$ cat config.mk
export PLATFORM = sky130hd
export DESIGN_NAME = kmkz_dbus_arbiter_flat
export DESIGN_NICKNAME = d
export VERILOG_FILES = /design/src/rtl/kmkz_dbus_pkg.sv /design/src/rtl/kmkz_dbus_if.sv /design/src/rtl/kmkz_dbus_size_dec.sv /design/src/rtl/kmkz_dbus_arbiter.sv /design/src/flat_wrapper.sv
export SDC_FILE = /design/constraint.sdc
export NUM_CORES = 1
export LEC_CHECK = 0
export CORE_MARGIN = 2
export CORE_UTILIZATION = 35
export CTS_CLUSTER_DIAMETER = 120
export DETAILED_ROUTE_END_ITERATION = 8
export GPL_ROUTABILITY_DRIVEN = 0
export PLACE_DENSITY = 0.76
export SLEW_MARGIN = 20
export SYNTH_ARGS = -nofsm -noshare
export SYNTH_HDL_FRONTEND = slang
export SYNTH_SLANG_ARGS = --single-unit
$ cat constraint.sdc
create_clock -name clk_i -period 2.32 [get_ports clk_i]
set_clock_uncertainty 0.15 [all_clocks]
set_input_delay 0.232 -clock clk_i [delete_from_list [all_inputs] [get_ports clk_i]]
set_output_delay 0.232 -clock clk_i [all_outputs]
set_load 0.05 [all_outputs]
$ cat src/rtl/kmkz_dbus_pkg.sv
// Shared constants and state encoding for the data-bus arbiter.
package kmkz_dbus_pkg;

  localparam logic [1:0] HTRANS_IDLE   = 2'b00;
  localparam logic [1:0] HTRANS_NONSEQ = 2'b10;

  localparam logic [2:0] HSIZE_B = 3'b000;
  localparam logic [2:0] HSIZE_H = 3'b001;
  localparam logic [2:0] HSIZE_W = 3'b010;

  typedef enum logic [1:0] {
    ST_IDLE  = 2'd0,
    ST_DCORE = 2'd1,
    ST_DDBG  = 2'd2
  } state_e;

endpackage

$ cat src/rtl/kmkz_dbus_if.sv
// Data-bus arbiter signal bundle: core load/store port, debug master port
// and the AHB-Lite master port. Suffixes are from the arbiter's point of view.
// master: arbiter side. slave: environment (core, debug unit, interconnect).
// bus_err_o exists only when KMKZ_DBUS_ERR_EN is defined.
interface kmkz_dbus_if;

  logic [31:0] dm_addr_i;
  logic [31:0] dm_data_s_i;
  logic [3:0]  dm_data_select_i;
  logic        dm_load_i;
  logic        dm_store_i;
  logic        dm_ready_o;
  logic        dm_load_done_o;
  logic [31:0] dm_data_l_o;

  logic        dbg_req_i;
  logic        dbg_we_i;
  logic [31:0] dbg_addr_i;
  logic [1:0]  dbg_size_i;
  logic [31:0] dbg_wdata_i;
  logic        dbg_ack_o;
  logic [31:0] dbg_rdata_o;

  logic [31:0] haddr_o;
  logic [1:0]  htrans_o;
  logic        hwrite_o;
  logic [2:0]  hsize_o;
  logic [31:0] hwdata_o;
  logic [31:0] hrdata_i;
  logic        hready_i;
  logic        hresp_i;
`ifdef KMKZ_DBUS_ERR_EN
  logic        bus_err_o;
`endif

  modport master (
    input  dm_addr_i, dm_data_s_i, dm_data_select_i, dm_load_i, dm_store_i,
    output dm_ready_o, dm_load_done_o, dm_data_l_o,
    input  dbg_req_i, dbg_we_i, dbg_addr_i, dbg_size_i, dbg_wdata_i,
    output dbg_ack_o, dbg_rdata_o,
    output haddr_o, htrans_o, hwrite_o, hsize_o, hwdata_o,
`ifdef KMKZ_DBUS_ERR_EN
    output bus_err_o,
`endif
    input  hrdata_i, hready_i, hresp_i
  );

  modport slave (
    output dm_addr_i, dm_data_s_i, dm_data_select_i, dm_load_i, dm_store_i,
    input  dm_ready_o, dm_load_done_o, dm_data_l_o,
    output dbg_req_i, dbg_we_i, dbg_addr_i, dbg_size_i, dbg_wdata_i,
    input  dbg_ack_o, dbg_rdata_o,
    input  haddr_o, htrans_o, hwrite_o, hsize_o, hwdata_o,
`ifdef KMKZ_DBUS_ERR_EN
    input  bus_err_o,
`endif
    output hrdata_i, hready_i, hresp_i
  );

endinterface

$ cat src/rtl/kmkz_dbus_size_dec.sv
// Core byte-lane select to AHB HSIZE.
//   dm_data_select_i : 4-bit lane select
//   hsize_o          : 1111 -> word, 0011/1100 -> half, one-hot -> byte,
//                      anything else -> word
module kmkz_dbus_size_dec
  import kmkz_dbus_pkg::*;
(
  input  logic [3:0] dm_data_select_i,
  output logic [2:0] hsize_o
);

  always_comb begin
    hsize_o = HSIZE_W;
    unique case (dm_data_select_i)
      4'b1111:                         hsize_o = HSIZE_W;
      4'b0011, 4'b1100:                hsize_o = HSIZE_H;
      4'b0001, 4'b0010,
      4'b0100, 4'b1000:                hsize_o = HSIZE_B;
      default:                         hsize_o = HSIZE_W;
    endcase
  end

endmodule

$ cat src/rtl/kmkz_dbus_arbiter.sv
// Arbitrates the AHB-Lite data-bus master port between the core load/store
// port and the debug master. One transfer at a time; a new address phase
// overlaps the completing data phase.
//   clk_i, rst_i : clock, asynchronous active-low reset
//   bus          : kmkz_dbus_if.master (core, debug and AHB signals)
// Optional: KMKZ_DBUS_ERR_EN adds bus_err_o and idles HTRANS in the first
// error-response cycle; otherwise hresp_i is ignored.
module kmkz_dbus_arbiter
  import kmkz_dbus_pkg::*;
#(
  parameter int unsigned STARVE_LIMIT = 4
)(
  input  logic       clk_i,
  input  logic       rst_i,
  kmkz_dbus_if.master bus
);

  localparam logic [3:0] LIMIT = 4'(STARVE_LIMIT);

  state_e      state_q, state_d;
  logic [3:0]  starve_q, starve_d;
  logic        wr_q, wr_d;
  logic        rd_q, rd_d;
  logic [31:0] wdata_q, wdata_d;
  logic [31:0] haddr_q, haddr_d;
  logic        hwrite_q, hwrite_d;
  logic [2:0]  hsize_q, hsize_d;
  logic        load_done_q, load_done_d;
  logic [31:0] load_data_q, load_data_d;

  logic        bus_free, err_hold, core_req, core_gnt, dbg_gnt, complete;
  logic [2:0]  core_hsize;
  logic [1:0]  htrans;
  logic        dm_ready, dbg_ack;
  logic [31:0] dbg_rdata, hwdata;

  kmkz_dbus_size_dec u_size_dec (
    .dm_data_select_i (bus.dm_data_select_i),
    .hsize_o          (core_hsize)
  );

`ifdef KMKZ_DBUS_ERR_EN
  logic bus_err_q, bus_err_d;
  assign err_hold = (state_q != ST_IDLE) && bus.hresp_i && !bus.hready_i;
`else
  logic hresp_unused;
  assign hresp_unused = bus.hresp_i;
  assign err_hold     = 1'b0;
`endif

  always_comb begin
    // Gating with rst_i keeps every combinational output at 0 during reset.
    bus_free    = rst_i && ((state_q == ST_IDLE) || bus.hready_i);
    core_req    = bus.dm_load_i || bus.dm_store_i;
    core_gnt    = bus_free && !err_hold && core_req &&
                  !(bus.dbg_req_i && (starve_q == LIMIT));
    // Debug cannot be re-granted in the cycle its own data phase completes.
    dbg_gnt     = bus_free && !err_hold && !core_gnt && bus.dbg_req_i &&
                  (state_q != ST_DDBG);
    dm_ready    = core_req ? core_gnt : (bus_free && !err_hold);
    complete    = (state_q != ST_IDLE) && bus.hready_i;

    state_d     = state_q;
    starve_d    = starve_q;
    wr_d        = wr_q;
    rd_d        = rd_q;
    wdata_d     = wdata_q;
    haddr_d     = haddr_q;
    hwrite_d    = hwrite_q;
    hsize_d     = hsize_q;
    htrans      = HTRANS_IDLE;

    if (core_gnt) begin
      state_d  = ST_DCORE;
      htrans   = HTRANS_NONSEQ;
      haddr_d  = bus.dm_addr_i;
      hwrite_d = bus.dm_store_i;
      hsize_d  = core_hsize;
      wr_d     = bus.dm_store_i;
      rd_d     = !bus.dm_store_i;
      wdata_d  = bus.dm_data_s_i;
    end else if (dbg_gnt) begin
      state_d  = ST_DDBG;
      htrans   = HTRANS_NONSEQ;
      haddr_d  = bus.dbg_addr_i;
      hwrite_d = bus.dbg_we_i;
      hsize_d  = {1'b0, bus.dbg_size_i};
      wr_d     = bus.dbg_we_i;
      rd_d     = !bus.dbg_we_i;
      wdata_d  = bus.dbg_wdata_i;
    end else if (bus_free) begin
      state_d  = ST_IDLE;
    end

    if (dbg_gnt || !bus.dbg_req_i) begin
      starve_d = '0;
    end else if (core_gnt && (starve_q != LIMIT)) begin
      starve_d = starve_q + 4'd1;
    end

    hwdata      = ((state_q != ST_IDLE) && wr_q) ? wdata_q : '0;
    dbg_ack     = complete && (state_q == ST_DDBG);
    dbg_rdata   = (dbg_ack && rd_q) ? bus.hrdata_i : '0;
    load_done_d = complete && (state_q == ST_DCORE) && rd_q;
    load_data_d = load_done_d ? bus.hrdata_i : load_data_q;
  end

  always_ff @(posedge clk_i or negedge rst_i) begin
    if (!rst_i) begin
      state_q     <= ST_IDLE;
      starve_q    <= '0;
      wr_q        <= 1'b0;
      rd_q        <= 1'b0;
      wdata_q     <= '0;
      haddr_q     <= '0;
      hwrite_q    <= 1'b0;
      hsize_q     <= '0;
      load_done_q <= 1'b0;
      load_data_q <= '0;
    end else begin
      state_q     <= state_d;
      starve_q    <= starve_d;
      wr_q        <= wr_d;
      rd_q        <= rd_d;
      wdata_q     <= wdata_d;
      haddr_q     <= haddr_d;
      hwrite_q    <= hwrite_d;
      hsize_q     <= hsize_d;
      load_done_q <= load_done_d;
      load_data_q <= load_data_d;
    end
  end

`ifdef KMKZ_DBUS_ERR_EN
  assign bus_err_d = complete && bus.hresp_i;

  always_ff @(posedge clk_i or negedge rst_i) begin
    if (!rst_i) bus_err_q <= 1'b0;
    else        bus_err_q <= bus_err_d;
  end

  assign bus.bus_err_o = bus_err_q;
`endif

  assign bus.dm_ready_o     = dm_ready;
  assign bus.dm_load_done_o = load_done_q;
  assign bus.dm_data_l_o    = load_data_q;
  assign bus.dbg_ack_o      = dbg_ack;
  assign bus.dbg_rdata_o    = dbg_rdata;
  assign bus.haddr_o        = haddr_d;
  assign bus.htrans_o       = htrans;
  assign bus.hwrite_o       = hwrite_d;
  assign bus.hsize_o        = hsize_d;
  assign bus.hwdata_o       = hwdata;

endmodule

$ cat src/flat_wrapper.sv
// flat-port wrapper written by rule: the top's interface ports become plain ports
module kmkz_dbus_arbiter_flat import kmkz_dbus_pkg::*;
#(
  parameter int unsigned STARVE_LIMIT = 4
)
  (clk_i, rst_i, bus_dm_addr_i, bus_dm_data_s_i, bus_dm_data_select_i, bus_dm_load_i, bus_dm_store_i, bus_dm_ready_o, bus_dm_load_done_o, bus_dm_data_l_o, bus_dbg_req_i, bus_dbg_we_i, bus_dbg_addr_i, bus_dbg_size_i, bus_dbg_wdata_i, bus_dbg_ack_o, bus_dbg_rdata_o, bus_haddr_o, bus_htrans_o, bus_hwrite_o, bus_hsize_o, bus_hwdata_o, bus_hrdata_i, bus_hready_i, bus_hresp_i);
  kmkz_dbus_if bus_i ();
  input  logic clk_i;
  input  logic rst_i;
  input wire logic [$bits(bus_i.dm_addr_i)-1:0] bus_dm_addr_i;
  input wire logic [$bits(bus_i.dm_data_s_i)-1:0] bus_dm_data_s_i;
  input wire logic [$bits(bus_i.dm_data_select_i)-1:0] bus_dm_data_select_i;
  input wire logic [$bits(bus_i.dm_load_i)-1:0] bus_dm_load_i;
  input wire logic [$bits(bus_i.dm_store_i)-1:0] bus_dm_store_i;
  output wire logic [$bits(bus_i.dm_ready_o)-1:0] bus_dm_ready_o;
  output wire logic [$bits(bus_i.dm_load_done_o)-1:0] bus_dm_load_done_o;
  output wire logic [$bits(bus_i.dm_data_l_o)-1:0] bus_dm_data_l_o;
  input wire logic [$bits(bus_i.dbg_req_i)-1:0] bus_dbg_req_i;
  input wire logic [$bits(bus_i.dbg_we_i)-1:0] bus_dbg_we_i;
  input wire logic [$bits(bus_i.dbg_addr_i)-1:0] bus_dbg_addr_i;
  input wire logic [$bits(bus_i.dbg_size_i)-1:0] bus_dbg_size_i;
  input wire logic [$bits(bus_i.dbg_wdata_i)-1:0] bus_dbg_wdata_i;
  output wire logic [$bits(bus_i.dbg_ack_o)-1:0] bus_dbg_ack_o;
  output wire logic [$bits(bus_i.dbg_rdata_o)-1:0] bus_dbg_rdata_o;
  output wire logic [$bits(bus_i.haddr_o)-1:0] bus_haddr_o;
  output wire logic [$bits(bus_i.htrans_o)-1:0] bus_htrans_o;
  output wire logic [$bits(bus_i.hwrite_o)-1:0] bus_hwrite_o;
  output wire logic [$bits(bus_i.hsize_o)-1:0] bus_hsize_o;
  output wire logic [$bits(bus_i.hwdata_o)-1:0] bus_hwdata_o;
  input wire logic [$bits(bus_i.hrdata_i)-1:0] bus_hrdata_i;
  input wire logic [$bits(bus_i.hready_i)-1:0] bus_hready_i;
  input wire logic [$bits(bus_i.hresp_i)-1:0] bus_hresp_i;
  assign bus_i.dm_addr_i = bus_dm_addr_i;
  assign bus_i.dm_data_s_i = bus_dm_data_s_i;
  assign bus_i.dm_data_select_i = bus_dm_data_select_i;
  assign bus_i.dm_load_i = bus_dm_load_i;
  assign bus_i.dm_store_i = bus_dm_store_i;
  assign bus_dm_ready_o = bus_i.dm_ready_o;
  assign bus_dm_load_done_o = bus_i.dm_load_done_o;
  assign bus_dm_data_l_o = bus_i.dm_data_l_o;
  assign bus_i.dbg_req_i = bus_dbg_req_i;
  assign bus_i.dbg_we_i = bus_dbg_we_i;
  assign bus_i.dbg_addr_i = bus_dbg_addr_i;
  assign bus_i.dbg_size_i = bus_dbg_size_i;
  assign bus_i.dbg_wdata_i = bus_dbg_wdata_i;
  assign bus_dbg_ack_o = bus_i.dbg_ack_o;
  assign bus_dbg_rdata_o = bus_i.dbg_rdata_o;
  assign bus_haddr_o = bus_i.haddr_o;
  assign bus_htrans_o = bus_i.htrans_o;
  assign bus_hwrite_o = bus_i.hwrite_o;
  assign bus_hsize_o = bus_i.hsize_o;
  assign bus_hwdata_o = bus_i.hwdata_o;
  assign bus_i.hrdata_i = bus_hrdata_i;
  assign bus_i.hready_i = bus_hready_i;
  assign bus_i.hresp_i = bus_hresp_i;
  kmkz_dbus_arbiter #(.STARVE_LIMIT(STARVE_LIMIT)) u_core (.clk_i(clk_i), .rst_i(rst_i), .bus(bus_i));
endmodule
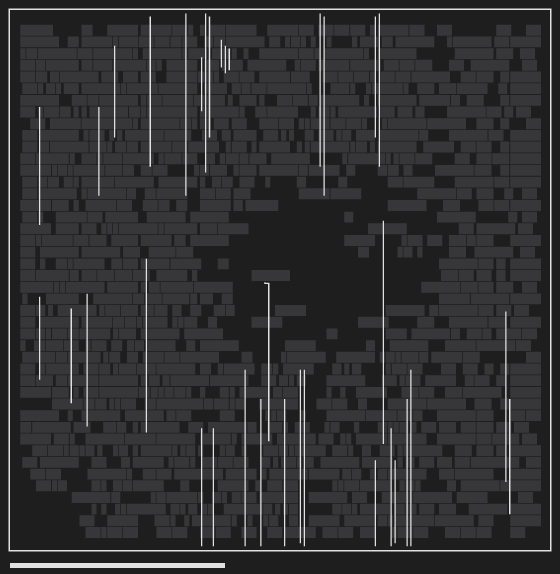
Figure 1: the metal 4 layer.
Bar = 50 um. Cells faint in the background.
- wire length on this layer: 1030 um
- share of all routed wire: 4.8%
- longest straight run: 51.7 um
- nets with wire on the layer: 34

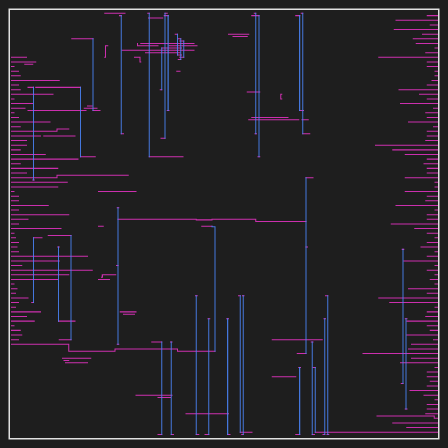
Figure 2: routed metal, one color a layer.
Only two layers are drawn.
- M3: magenta (wire length 1430 um)
- M4: blue (wire length 1030 um)

==> changes_impl.md <==
### Physical design

* Cell-internal power at 6.688 mW
* Number of global-route vias before repair at 5978
* Top cells excl fill/tap: clkdlybuf4s50_1, nand2_1, buf_12, dfrtp_1, and3_1
* Fin. Hold Viols at 0
* Switching Share at 43.55%
* Crit path DAT at 2.15 ns
* Top class by area: buffers
* Slowest CP cell: dfrtp_1
* Worst setup endpoint: bus_haddr_o[8]
* Warnings from Yosys at 0
* Clk buf depth at 2
* Hold path depth at 4
* Wl on met1 at 7801 um
* # rows at 44
* Via density at 5.244
* Gate Area at 2761 um^2
* Syn Inst Count at 567
* Worst stage delay on the critical path at 0.41 ns
* Port buffer count at 308
* Met2 usage at 45.47%
* RSZ-0062 raised after global routing: yes
* Wire per inst at 19.50 um
* Area of the mapped netlist at 5189 um^2
* Met2 wire len at 11330 um
* Status: complete, but fails checks
* Chip Width at 125.8 um
* Area grow syn2layout at 110.1%
* Hold endpoint: u_core.state_q[0]
* Worst min path class: input pin to flop
* Post-Syn Area per Cell at 9.151 um^2
* Tcrit/Tclk final at 109.0%
* Worst Tran Pin Value at 0.6686 ns
* Max Freq at 0.3953 GHz
* Router iterations before antenna repair at 5
* Final cell count without fillers at 1107
* Crit path depth at 9
* EDFF count, synth at 0
* # fillers at 919
* Area after DPL at 9801 um^2
* Signal inverters at 3
* Cell family with most CP delay: buffers and inverters
* CTS tree: done
* WL final at 21590 um
* Post-Syn Nets at 743
* Register Area at 2728 um^2
* Die Size at 15810 um^2
* Die Y at 125.8 um
* Final worst slack at -0.2096 ns
* Most Crowded Layer GR: met2
* Largest net degree at the start of global routing at 51
* Register share of total power at 24.3%
* Antenna diodes at 0
* # setup viols final at 35
* Share of layout cells above drive strength 1 at 31.64%
* Seq/Total Area, Yosys at 52.57%
* Failing checks: negative setup slack
* CP Max Fanout at 10
* CP startpoint: u_core.starve_q[0]
* Synth top area share at 52.57%
* Post-Layout Inst Area at 10900 um^2
* VDD IR-drop max at 0.5885 mV
* Initial antenna violation count at 0
* Flop share of the area at 25.02%
* Root Buffer: clkbuf_16
* Crit path cell chain: inv_2, ha_4, nand4b_1, buf_6, nand3_4, clkbuf_16, a31oi_1, buf_4, buf_12
* Crit Reg-Reg Endpoint: u_core.starve_q[0]
* Yosys aoi share at 9.887%
* Cell Type Count at 37
* Post-DP HPWL at 14110 um
* Mux area share at 7.138%
* Final ANT Viol Nets at 0
* Clk_lat worst skew at 0.35 ns
* Shortest period the worst path allows at 2.530 ns
* GRT Overall Usage at 25.11%
* Max Cap Viol at 0
* CP startpoint kind: flop
* Largest cells by area: dfrtp_1, nand2_1, a31oi_1, and3_1, mux2_2
* Crit path required time at 1.94 ns
* Synth Area in Adders at 0.4823%
* Post-synth top area cell: dfrtp_1
* Synthesized flop and latch total at 109
* Highest-count logic cell in the final layout: clkdlybuf4s50_1
* # Cells Yosys at 567
* Largest non-sequential cell family by area: simple AND/OR/NAND/NOR gates
* Top Consumer: combinational logic
* Core area at 14530 um^2
* Signal buffers at 385
* Worst-path clk slew at 0.07 ns
* Simple Share, Synth at 24.93%
* Hold slack at 0.1957 ns
* Crit end category: output port
* Async SR Flop Fraction at 100.0%
* DR iter-0 viols at 335
* Non-clock buffer share at 44.66%
* Yosys top cell by instances: nand2_1
* Met1 Resource Use GR at 28.42%
* Tapcell count at 184
* Tool warnings at 31
* Sw power at 5.160 mW
* FF+latch count at 109
* H-tree levels at 3
* R2R Setup Slk at 0.11 ns
* CLK BUF at 12
* First-pass GRT wire length at 31550 um
* Vias at 5805
* Comb group at 7.35 mW
* Met3 usage at 5.183%
==> flip-flops by register name (all words and copies together), names as in the netlist <==
| signal | flops |
|---|---|
| u_core.state_q | 2 |
| u_core.hwrite_q | 1 |
| u_core.hsize_q | 3 |
| u_core.wdata_q | 32 |
| u_core.wr_q | 1 |
| u_core.bus.dm_data_l_o | 32 |
| u_core.starve_q | 4 |
| u_core.bus.dm_load_done_o | 1 |
| u_core.haddr_q | 32 |
| u_core.rd_q | 1 |
==> timing repair <==
item	CTS	global route
cloned	3	3
endpoints found under the setup margin	37	46
endpoints found under the hold margin	10	0
pin swaps	3	5
hold buffers	2	0
setup buffers	24	14
resized	41	57
Power and IR drop assume default switching activity.
